--- config.mk ---
export PLATFORM = sky130hd
export DESIGN_NAME = alu_share_scheduler
export DESIGN_NICKNAME = d
export VERILOG_FILES = /design/src/rtl/alu_share_scheduler.sv
export SDC_FILE = /design/constraint.sdc
export NUM_CORES = 1
export LEC_CHECK = 0
export CAP_MARGIN = 20
export CORE_MARGIN = 8
export CORE_UTILIZATION = 42
export DETAILED_ROUTE_END_ITERATION = 6
export GPL_ROUTABILITY_DRIVEN = 0
export GPL_TIMING_DRIVEN = 0
export PLACE_DENSITY_LB_ADDON = 0.12
export SKIP_CTS_REPAIR_TIMING = 1
export SLEW_MARGIN = 25
export SYNTH_ARGS = -nofsm -noshare
export SYNTH_HDL_FRONTEND = slang
export SYNTH_SLANG_ARGS = --single-unit
--- constraint.sdc ---
create_clock -name clk -period 2.79 [get_ports clk]
set_input_delay 0.6975 -clock clk [delete_from_list [all_inputs] [get_ports clk]]
set_output_delay 0.6975 -clock clk [all_outputs]
set_load 0.005 [all_outputs]
--- src/rtl/alu_share_scheduler.sv ---
// -----------------------------------------------------------------------------
// alu_share_scheduler
//
// Time-shares one 8-bit compact ALU (OR/NAND/NOR/AND/ADD/SUB) between two
// independent requesters. A round-robin arbiter picks a winner in IDLE. The
// winning opcode and operands are registered onto the ALU inputs. The
// combinational ALU result is captured one cycle later. It is then returned
// with the requester ID over a valid/ready response channel. At most one
// operation is in flight.
//
// Parameters
//   UUID  instance identifier, XORed into child UUIDs
//   NAME  instance name string
//
// Ports
//   clk                      rising-edge clock
//   rst                      asynchronous active-low reset
//   Req{0,1}_Valid           request pending from client 0 / 1
//   Req{0,1}_Code/_A/_B      opcode and operands
//   Req{0,1}_Ready           request accepted this cycle when high with Valid
//   Alu_Code                 registered opcode to the ALU
//   Alu_Input_1/_2           registered operands to the ALU
//   Alu_Result               combinational ALU result
//   Rsp_Valid/Rsp_Ready      response handshake
//   Rsp_Id                   originating client of the response
//   Rsp_Data                 captured ALU result
//   Rsp_Error                illegal-opcode flag
//   Op_Count                 completed response handshakes, wraps at 16 bits
//
// Build option
//   ALU_SCHED_OPCHECK_EN     when defined, a response to an opcode >= 6 has
//                            Rsp_Data=0x00 and Rsp_Error=1. When undefined,
//                            Rsp_Error is tied low and such codes pass through
//                            unchecked.
// -----------------------------------------------------------------------------
//
// state  | meaning
// -------+------------------------------------------------------------------
// IDLE   | no operation in flight; grant a requester, latch its payload
// EXEC   | ALU inputs stable; capture Alu_Result at the end of the cycle
// RESP   | response presented; wait for Rsp_Ready, then count and go idle

module alu_share_scheduler #(
  parameter int    UUID = 0,
  parameter string NAME = ""
) (
  input  logic        clk,
  input  logic        rst,

  input  logic        Req0_Valid,
  input  logic [7:0]  Req0_Code,
  input  logic [7:0]  Req0_A,
  input  logic [7:0]  Req0_B,
  output logic        Req0_Ready,

  input  logic        Req1_Valid,
  input  logic [7:0]  Req1_Code,
  input  logic [7:0]  Req1_A,
  input  logic [7:0]  Req1_B,
  output logic        Req1_Ready,

  output logic [7:0]  Alu_Code,
  output logic [7:0]  Alu_Input_1,
  output logic [7:0]  Alu_Input_2,
  input  logic [7:0]  Alu_Result,

  output logic        Rsp_Valid,
  output logic        Rsp_Id,
  output logic [7:0]  Rsp_Data,
  output logic        Rsp_Error,
  input  logic        Rsp_Ready,

  output logic [15:0] Op_Count
);

  // The scheduler has no child instances, so the identity parameters have
  // nothing to feed. This empty block only keeps them referenced.
  if (UUID == -1 && NAME == "__alu_share_scheduler_unused__") begin : g_ident
  end

  localparam logic [7:0] LAST_LEGAL_CODE = 8'd5;

  typedef enum logic [1:0] {
    S_IDLE = 2'd0,
    S_EXEC = 2'd1,
    S_RESP = 2'd2
  } state_t;

  state_t state;
  state_t next_state;

  logic   ptr;        // preferred client when both request
  logic   grant_id;   // client that wins arbitration this cycle
  logic   accept;     // a request handshake completes at this edge
  logic   capture;    // Alu_Result is sampled at this edge
  logic   rsp_fire;   // response handshake completes at this edge

  // ---------------------------------------------------------------------------
  // State register
  // ---------------------------------------------------------------------------
  always_ff @(posedge clk or negedge rst) begin
    if (!rst) begin
      state <= S_IDLE;
    end else begin
      state <= next_state;
    end
  end

  // ---------------------------------------------------------------------------
  // Next state, arbitration and handshake strobes
  // ---------------------------------------------------------------------------
  always_comb begin
    next_state = state;
    grant_id   = 1'b0;
    accept     = 1'b0;
    capture    = 1'b0;
    rsp_fire   = 1'b0;
    Req0_Ready = 1'b0;
    Req1_Ready = 1'b0;
    Rsp_Valid  = 1'b0;

    // A lone requester always wins. With both requesting, the pointer decides.
    if (Req0_Valid && Req1_Valid) begin
      grant_id = ptr;
    end else begin
      grant_id = Req1_Valid;
    end

    unique case (state)
      S_IDLE: begin
        // Gating with rst keeps Ready low for the whole reset pulse. The
        // state register alone would already force IDLE, which would leave
        // Ready free to follow Valid.
        Req0_Ready = rst && Req0_Valid && !grant_id;
        Req1_Ready = rst && Req1_Valid &&  grant_id;
        accept     = Req0_Ready || Req1_Ready;
        if (accept) begin
          next_state = S_EXEC;
        end
      end
      S_EXEC: begin
        capture    = 1'b1;
        next_state = S_RESP;
      end
      S_RESP: begin
        Rsp_Valid = 1'b1;
        if (Rsp_Ready) begin
          rsp_fire   = 1'b1;
          next_state = S_IDLE;
        end
      end
      default: begin
        next_state = S_IDLE;
      end
    endcase
  end

  // ---------------------------------------------------------------------------
  // Issue side: ALU operand registers, requester ID and round-robin pointer
  // ---------------------------------------------------------------------------
  always_ff @(posedge clk or negedge rst) begin
    if (!rst) begin
      Alu_Code    <= 8'h00;
      Alu_Input_1 <= 8'h00;
      Alu_Input_2 <= 8'h00;
      Rsp_Id      <= 1'b0;
      ptr         <= 1'b0;
    end else if (accept) begin
      if (grant_id) begin
        Alu_Code    <= Req1_Code;
        Alu_Input_1 <= Req1_A;
        Alu_Input_2 <= Req1_B;
      end else begin
        Alu_Code    <= Req0_Code;
        Alu_Input_1 <= Req0_A;
        Alu_Input_2 <= Req0_B;
      end
      Rsp_Id <= grant_id;
      // The client just served loses priority, even if it was the only one
      // requesting.
      ptr    <= ~grant_id;
    end
  end

  // ---------------------------------------------------------------------------
  // Response side: result capture and error flag
  // ---------------------------------------------------------------------------
`ifdef ALU_SCHED_OPCHECK_EN
  logic rsp_error_q;

  always_ff @(posedge clk or negedge rst) begin
    if (!rst) begin
      Rsp_Data    <= 8'h00;
      rsp_error_q <= 1'b0;
    end else if (capture) begin
      // An illegal code still runs through EXEC. Its result is then replaced
      // by zero so a misbehaving ALU cannot leak data for it.
      if (Alu_Code > LAST_LEGAL_CODE) begin
        Rsp_Data    <= 8'h00;
        rsp_error_q <= 1'b1;
      end else begin
        Rsp_Data    <= Alu_Result;
        rsp_error_q <= 1'b0;
      end
    end
  end

  assign Rsp_Error = rsp_error_q;
`else
  always_ff @(posedge clk or negedge rst) begin
    if (!rst) begin
      Rsp_Data <= 8'h00;
    end else if (capture) begin
      Rsp_Data <= Alu_Result;
    end
  end

  assign Rsp_Error = 1'b0;
`endif

  // ---------------------------------------------------------------------------
  // Completed-operation counter, free-running wrap at 16 bits
  // ---------------------------------------------------------------------------
  always_ff @(posedge clk or negedge rst) begin
    if (!rst) begin
      Op_Count <= 16'h0000;
    end else if (rsp_fire) begin
      Op_Count <= Op_Count + 16'h0001;
    end
  end

endmodule

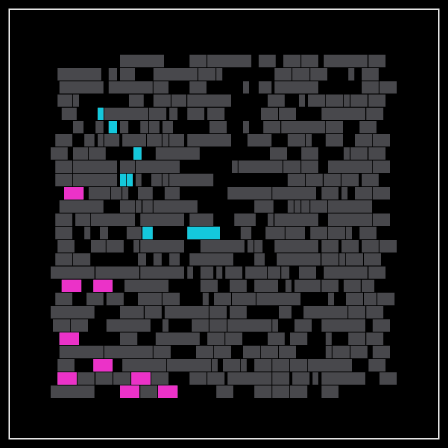
(logic cells by family)
| color | family | cells | most used | where |
|---|---|---|---|---|
| magenta | mux cells | 9 | mux2_2 | lower left |
| cyan | nor cells | 7 | nor2_1 | middle left |
most frequent logic cell in the layout: clkdlybuf4s50_1
final cell count without fillers: 369
combinational share of cell area: 0.200

==> flow_metrics.env <==
# source this file to load flow results
export IMPL_finalCritPeriodShare=0.965
export IMPL_holdWs_ns=0.183
export IMPL_endpoint_kind="output port"
export IMPL_antenna_cells=0
export IMPL_edf_count=0
export IMPL_dpl_cell_area_um2=3380
export IMPL_row_count=26
export IMPL_setup_tns_ns=0
export IMPL_fmax_mhz=371
export IMPL_rsz0062_at_grt="no"
export IMPL_grt_pass1_wl_um=9800
export IMPL_maxCapViolCount=0
export IMPL_status="finished, final reports clean"
export IMPL_cp_arrival_ns=2.00
export IMPL_finalSetupViolations=0
export IMPL_grt_ovfl_total=0
export IMPL_clockBufferDepth=2
export IMPL_yosysChipArea_um2=2180
export IMPL_drive_above_1_share=0.104
export IMPL_cp_cell_sequence="buf_16 -> nor3b_4 -> and3_4 -> buf_6 -> buf_8 -> clkdlybuf4s50_1"
export IMPL_rrSetupSlack_ns=1.07
export IMPL_first_iter_violations=135
export IMPL_synth_seq_cells=52
export IMPL_fin_area_um2=3580
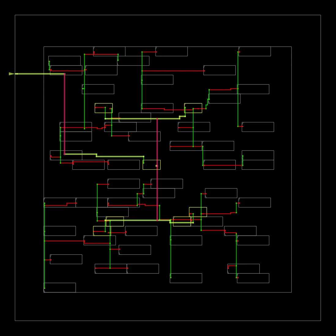
(the clock network)
number of clock buffers in the layout: 7
flip-flops: 52
clock-net power: 0.454 mW
CTS Buf Count: 5

sequential cells by signal (all words and copies together) (netlist names):
signal	cells
Rsp_Id	1
Op_Count	16
Alu_Input_1	8
Alu_Code	8
ptr	1
Rsp_Data	8
Alu_Input_2	8
state	2
metrics by stage:
step	instances	utilization	power, mW
floorplan	177	-	1.57
global placement	359	0.671	2.29
detailed placement	359	0.671	2.32
CTS	366	0.690	2.79
global route	369	0.710	2.96
finish	369	0.710	2.76
area by class of cell:
cell class              count  area [um2]
repair buffers            116        1210
inverters                  26        97.6
flip-flops and latches     52        1300
clock buffers               7        96.3
multi-input cells          89         716
plain buffers               9        71.3
well taps                  70        87.6
fillers                   382        1460
layer usage:
| metal | wire [um] | track usage | share of wire | vias up |
|---|---|---|---|---|
| met5 | 0 | 0 | 0 | - |
| met4 | 82 | 0.0563 | 0.013 | 0 |
| met3 | 551 | 0.0572 | 0.086 | 7 |
| met2 | 3080 | 0.279 | 0.48 | 79 |
| met1 | 2670 | 0.186 | 0.42 | 903 |
| li1 | - | - | - | 883 |
worst reg2reg max path, delay by kind of cell, from the launching register on:
family                 cells  cell delay (ns)
AND-OR/OR-AND              2             0.56
flip-flops                 1             0.44
buffers and inverters      2             0.38
AND/OR/NAND/NOR            1             0.24
logic make-up after synthesis:
logic type,count (synthesis),synth area share
flops,52,0.598
buf+inv,36,0.0787
simple gates,35,0.0874
xor+xnor,15,0.0603
mux,9,0.0466
compound gates,28,0.122
fa+ha+maj,1,0.00575
other cells,1,0.00172
layout by cell type (no fill, tap or decap), drive strengths merged:
master         count
nor3b              1
dfrtp             52
nor2b              1
nand2b             2
clkdlybuf4s50    109
nor3               2
buf               11
and4               1
nand4              4
ha                 1
xor2               3
a222oi            24
nand3              6
nand4b             1
a21o               2
inv               26
o21ai              2
mux2               9
conb               1
nor2               3
xnor2             12
clkbuf            10
nand2              9
and3               5
dlymetal6s2s       2
power by group:
part / switching [mW] / internal [mW] / leakage (nW)
clock: 0.232 / 0.221 / 0.0503
sequential: 0.166 / 1.02 / 0.658
combinational: 0.372 / 0.750 / 0.955
total: 0.770 / 1.99 / 1.66
worst min-delay path by stage:
stage	end	startpoint	cells past startpoint
global route	Op_Count[13]	rst	1
floorplan	Alu_Code[0]	rst	0
global placement	Op_Count[15]	Op_Count[15]	1
finish	Rsp_Data[6]	rst	1
CTS	Alu_Input_2[2]	rst	1
detailed placement	Rsp_Id	Rsp_Id	1
Power and IR drop assume default switching activity.
